## src/rtl/rptr_generation.sv

```systemverilog
// rptr_generation: read-side pointer controller for the RX elastic buffer.
// Lives in the local (read) clock domain. It decodes the synchronized Gray
// write pointer into an occupancy level and gates reads until the buffer is
// pre-filled. It compensates clock drift by repeating an SKP at the head when
// occupancy runs low.
module rptr_generation #(
  parameter int PTR_WIDTH     = 4,
  parameter int ADDR_WIDTH    = 3,
  parameter int LOW_THRESHOLD = 2,
  parameter int START_LEVEL   = 4
) (
  input  logic                  rx_clk,
  input  logic                  rx_rst,
  input  logic                  LTSSM_rst,
  input  logic                  read_en,
  input  logic [PTR_WIDTH-1:0]  r_gray_wptr,
  input  logic                  skp_at_head,
  output logic [ADDR_WIDTH-1:0] raddr,
  output logic [PTR_WIDTH-1:0]  rptr,
  output logic [PTR_WIDTH-1:0]  gray_rptr,
  output logic [PTR_WIDTH-1:0]  fill_level,
  output logic                  empty,
  output logic                  data_valid,
  output logic                  SKP_add_rqst,
  output logic                  skp_inserted,
  output logic                  underflow
);

  localparam logic [PTR_WIDTH-1:0] LOW_LVL   = PTR_WIDTH'(LOW_THRESHOLD);
  localparam logic [PTR_WIDTH-1:0] START_LVL = PTR_WIDTH'(START_LEVEL);

  // FILL waits for pre-fill, RUN reads normally, HOLD has just repeated an SKP
  typedef enum logic [1:0] {
    FILL = 2'd0,
    RUN  = 2'd1,
    HOLD = 2'd2
  } state_t;

  state_t                 state;
  state_t                 state_next;
  logic [PTR_WIDTH-1:0]   rptr_next;
  logic [PTR_WIDTH-1:0]   wptr;
  logic                   clear;
  logic                   low_level;
  logic                   dv_raw;
  logic                   ins_raw;
  logic                   uf_raw;

  // Either reset source clears the controller; they are deliberately identical
  assign clear = rx_rst | LTSSM_rst;

  // Gray to binary: each bit is the XOR of itself and every more significant bit
  always_comb begin
    wptr = '0;
    wptr[PTR_WIDTH-1] = r_gray_wptr[PTR_WIDTH-1];
    for (int i = PTR_WIDTH - 2; i >= 0; i--) begin
      wptr[i] = wptr[i+1] ^ r_gray_wptr[i];
    end
  end

  // Occupancy wraps with the pointers, so plain modular subtraction is exact.
  // The write pointer arrives late through the synchronizer, so this never over-reports.
  assign fill_level = wptr - rptr;
  assign empty      = (fill_level == '0);
  assign low_level  = (fill_level < LOW_LVL);
  assign raddr      = rptr[ADDR_WIDTH-1:0];

  // Decide this cycle's read action and the next state/pointer
  always_comb begin
    state_next = state;
    rptr_next  = rptr;
    dv_raw     = 1'b0;
    ins_raw    = 1'b0;
    uf_raw     = 1'b0;
    case (state)
      FILL: begin
        if (fill_level >= START_LVL) begin
          state_next = RUN;
        end
      end
      RUN: begin
        if (read_en && empty) begin
          uf_raw     = 1'b1;
          state_next = FILL;
        end else if (read_en && low_level && skp_at_head) begin
          // Present the SKP but keep the pointer so the same SKP is read again
          dv_raw     = 1'b1;
          ins_raw    = 1'b1;
          state_next = HOLD;
        end else if (read_en) begin
          dv_raw    = 1'b1;
          rptr_next = rptr + 1'b1;
        end
      end
      HOLD: begin
        // The repeated SKP is always consumed here; it can never be repeated twice
        if (read_en && empty) begin
          uf_raw     = 1'b1;
          state_next = FILL;
        end else if (read_en) begin
          dv_raw     = 1'b1;
          rptr_next  = rptr + 1'b1;
          state_next = RUN;
        end
      end
      default: begin
        state_next = FILL;
      end
    endcase
  end

  // Status outputs are forced low while a clear is being applied
  always_comb begin
    data_valid   = dv_raw & ~clear;
    skp_inserted = ins_raw & ~clear;
    underflow    = uf_raw & ~clear;
    SKP_add_rqst = (state != FILL) && low_level && !clear;
  end

  // Register state, binary pointer and its Gray image together so they change on one edge
  always_ff @(posedge rx_clk) begin
    if (clear) begin
      state     <= FILL;
      rptr      <= '0;
      gray_rptr <= '0;
    end else begin
      state     <= state_next;
      rptr      <= rptr_next;
      gray_rptr <= rptr_next ^ (rptr_next >> 1);
    end
  end

endmodule

```

## config.mk

```make
export PLATFORM = sky130hd
export DESIGN_NAME = rptr_generation
export DESIGN_NICKNAME = d
export VERILOG_FILES = /design/src/rtl/rptr_generation.sv
export SDC_FILE = /design/constraint.sdc
export NUM_CORES = 1
export LEC_CHECK = 0
export CAP_MARGIN = 20
export CORE_UTILIZATION = 37
export DETAILED_ROUTE_END_ITERATION = 7
export DONT_BUFFER_PORTS = 1
export GPL_ROUTABILITY_DRIVEN = 0
export PLACE_DENSITY_LB_ADDON = 0.1
export SLEW_MARGIN = 20
export SYNTH_ARGS = -nofsm -noshare
export SYNTH_HDL_FRONTEND = slang
export SYNTH_SLANG_ARGS = --single-unit
export TNS_END_PERCENT = 1
```

## constraint.sdc

```tcl
create_clock -name rx_clk -period 8.6 [get_ports rx_clk]
set_input_delay 0.86 -clock rx_clk [delete_from_list [all_inputs] [get_ports rx_clk]]
set_output_delay 0.86 -clock rx_clk [all_outputs]
set_load 0.02 [all_outputs]
```

clk_routes.png
Scale bar: 20 um.
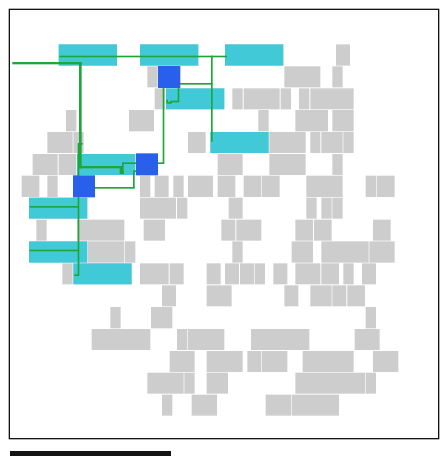
clock wires -> green  # length 123 um
clock drivers -> blue  # count 3
flip-flops -> cyan  # count 9
routed clock nets = 4

wires.png
Scale bar: 20 um.
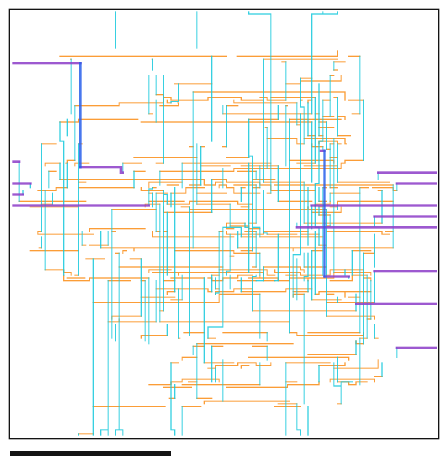
metal 2 -> cyan  # wire length 1,010 um
metal 4 -> blue  # wire length 28.6 um
metal 1 -> orange  # wire length 1,090 um
metal 3 -> purple  # wire length 113 um
gr usage total: 18.2%
Post-Route WL: 2230 um
vias post-DR: 800

==> flow_metrics.tcl <==
# collected from the flow reports
set metrics [dict create \
    status "finished clean" \
    hold_path.class "flip-flop to flip-flop" \
    rrSetupSlack_ns 5.43 \
    fp_nets 134 \
    max_freq_mhz 200 \
    relSlewSlack_pct 36.1 \
    registers.top_by_ff_count "rptr" \
    clkLatencyLatePin_ns 0.25 \
    grt_pass1_wl_um 3650 \
    clock_cell_area_share_pct 2.68 \
    seq_area_um2 180 \
    dp_slack_ns 3.57 \
    synth_chip_area_um2 970 \
    crit_chain "xor2_1 -> xnor2_1 -> xor2_1 -> ha_1 -> fa_1 -> xnor2_1 -> nand4b_4 -> and2_4 -> nor2_1 -> nor4_1" \
    ys_top_cells_by_area "dfxtp_1, ha_1, nor2_1" \
    power.density_nw_per_um2 125 \
    topRoutingLayerUsed "met4" \
    route.detailed.drc 0 \
    max-vdd-ir-drop_mv 0.0934 \
    area_share_nonclk_buffers_pct 0 \
    endpoint "data_valid" \
    ios 29 \
    logic_area_um2 703 \
    synth_top_flop_cell "dfxtp_1" \
    detail_route.wl_per_cell_um 15.7 \
    wl_met3_um 112 \
    comb_area_share_pct 71.7 \
    finalSetupViolCount 0 \
    antenna_cells 0 \
    dieArea_um2 2830 \
    holdPathStages 2 \
    worstReg2RegEnd "gray_rptr[0]" \
    ant_nets 0 \
    avgSynthCellArea_um2 8.36 \
    period_needed_ns 5.00 \
    cp.required_ns 7.74 \
    core-area_um2 2480 \
    critical-path-max-stage-delay_ns 0.84 \
    dp_cells 138 \
    critical-path-slowest-cell "nor4_1" \
    final_cell_area_um2 981 \
    ys.flops 9 \
    post-route-util_pct 39.6 \
    antenna_found_initial 0 \
    crit_path_max_fanout 9 \
    cts_tree "built" \
    path_clk_slew_ns 0.06 \
    grt_max_degree 14 \
]
clocks.png
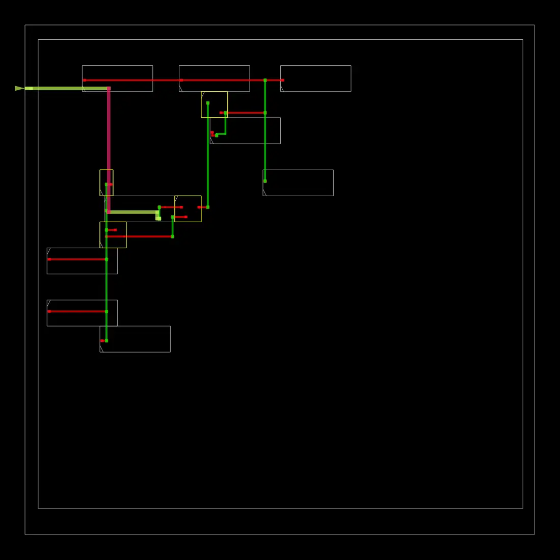
Clock Skew: 0.00166 ns
sequential cell count: 9
# clock sinks: 9

io_placement.png
Pins as bars across the die edge, other pins in gray.
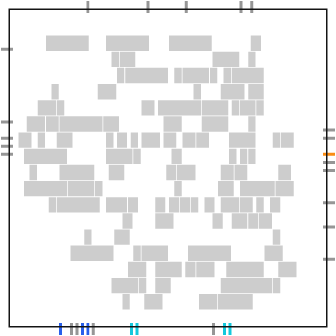
r_gray_wptr -> cyan  # pins 4, direction input, edge bottom
raddr -> blue  # pins 3, direction output, edge bottom
empty -> orange  # pins 1, direction output, edge right
all pins by edge = 11 bottom, 8 right, 5 left, 5 top
PortBufs: 0
die span in y: 53.2 um
chip width: 53.2 um

==> power breakdown <==
group	switching (mW)	internal, mW	total, mW	leakage, nW
sequential	0.000906	0.0425	0.0434	0.0727
clock	0.0131	0.0178	0.0309	0.0150
combinational	0.0323	0.0163	0.0486	0.279
==> tightest hold or removal path, stage by stage, from the launching register on <==
cell	delay [ns]
dfxtp_1	0.33
nand2_1	0.06
a21oi_1	0.06
==> kinds of logic after synthesis <==
logic type | count (synthesis) | share of synthesized area, %
AND/OR/NAND/NOR | 47 | 26.8
XOR/XNOR | 9 | 8.90
flip-flops | 9 | 18.6
adder cells (fa/ha/maj) | 9 | 12.4
AND-OR/OR-AND | 24 | 23.2
multiplexers | 1 | 1.16
buffers and inverters | 17 | 8.90
Power figures rest on the tool's default switching activity, not on a simulated workload.
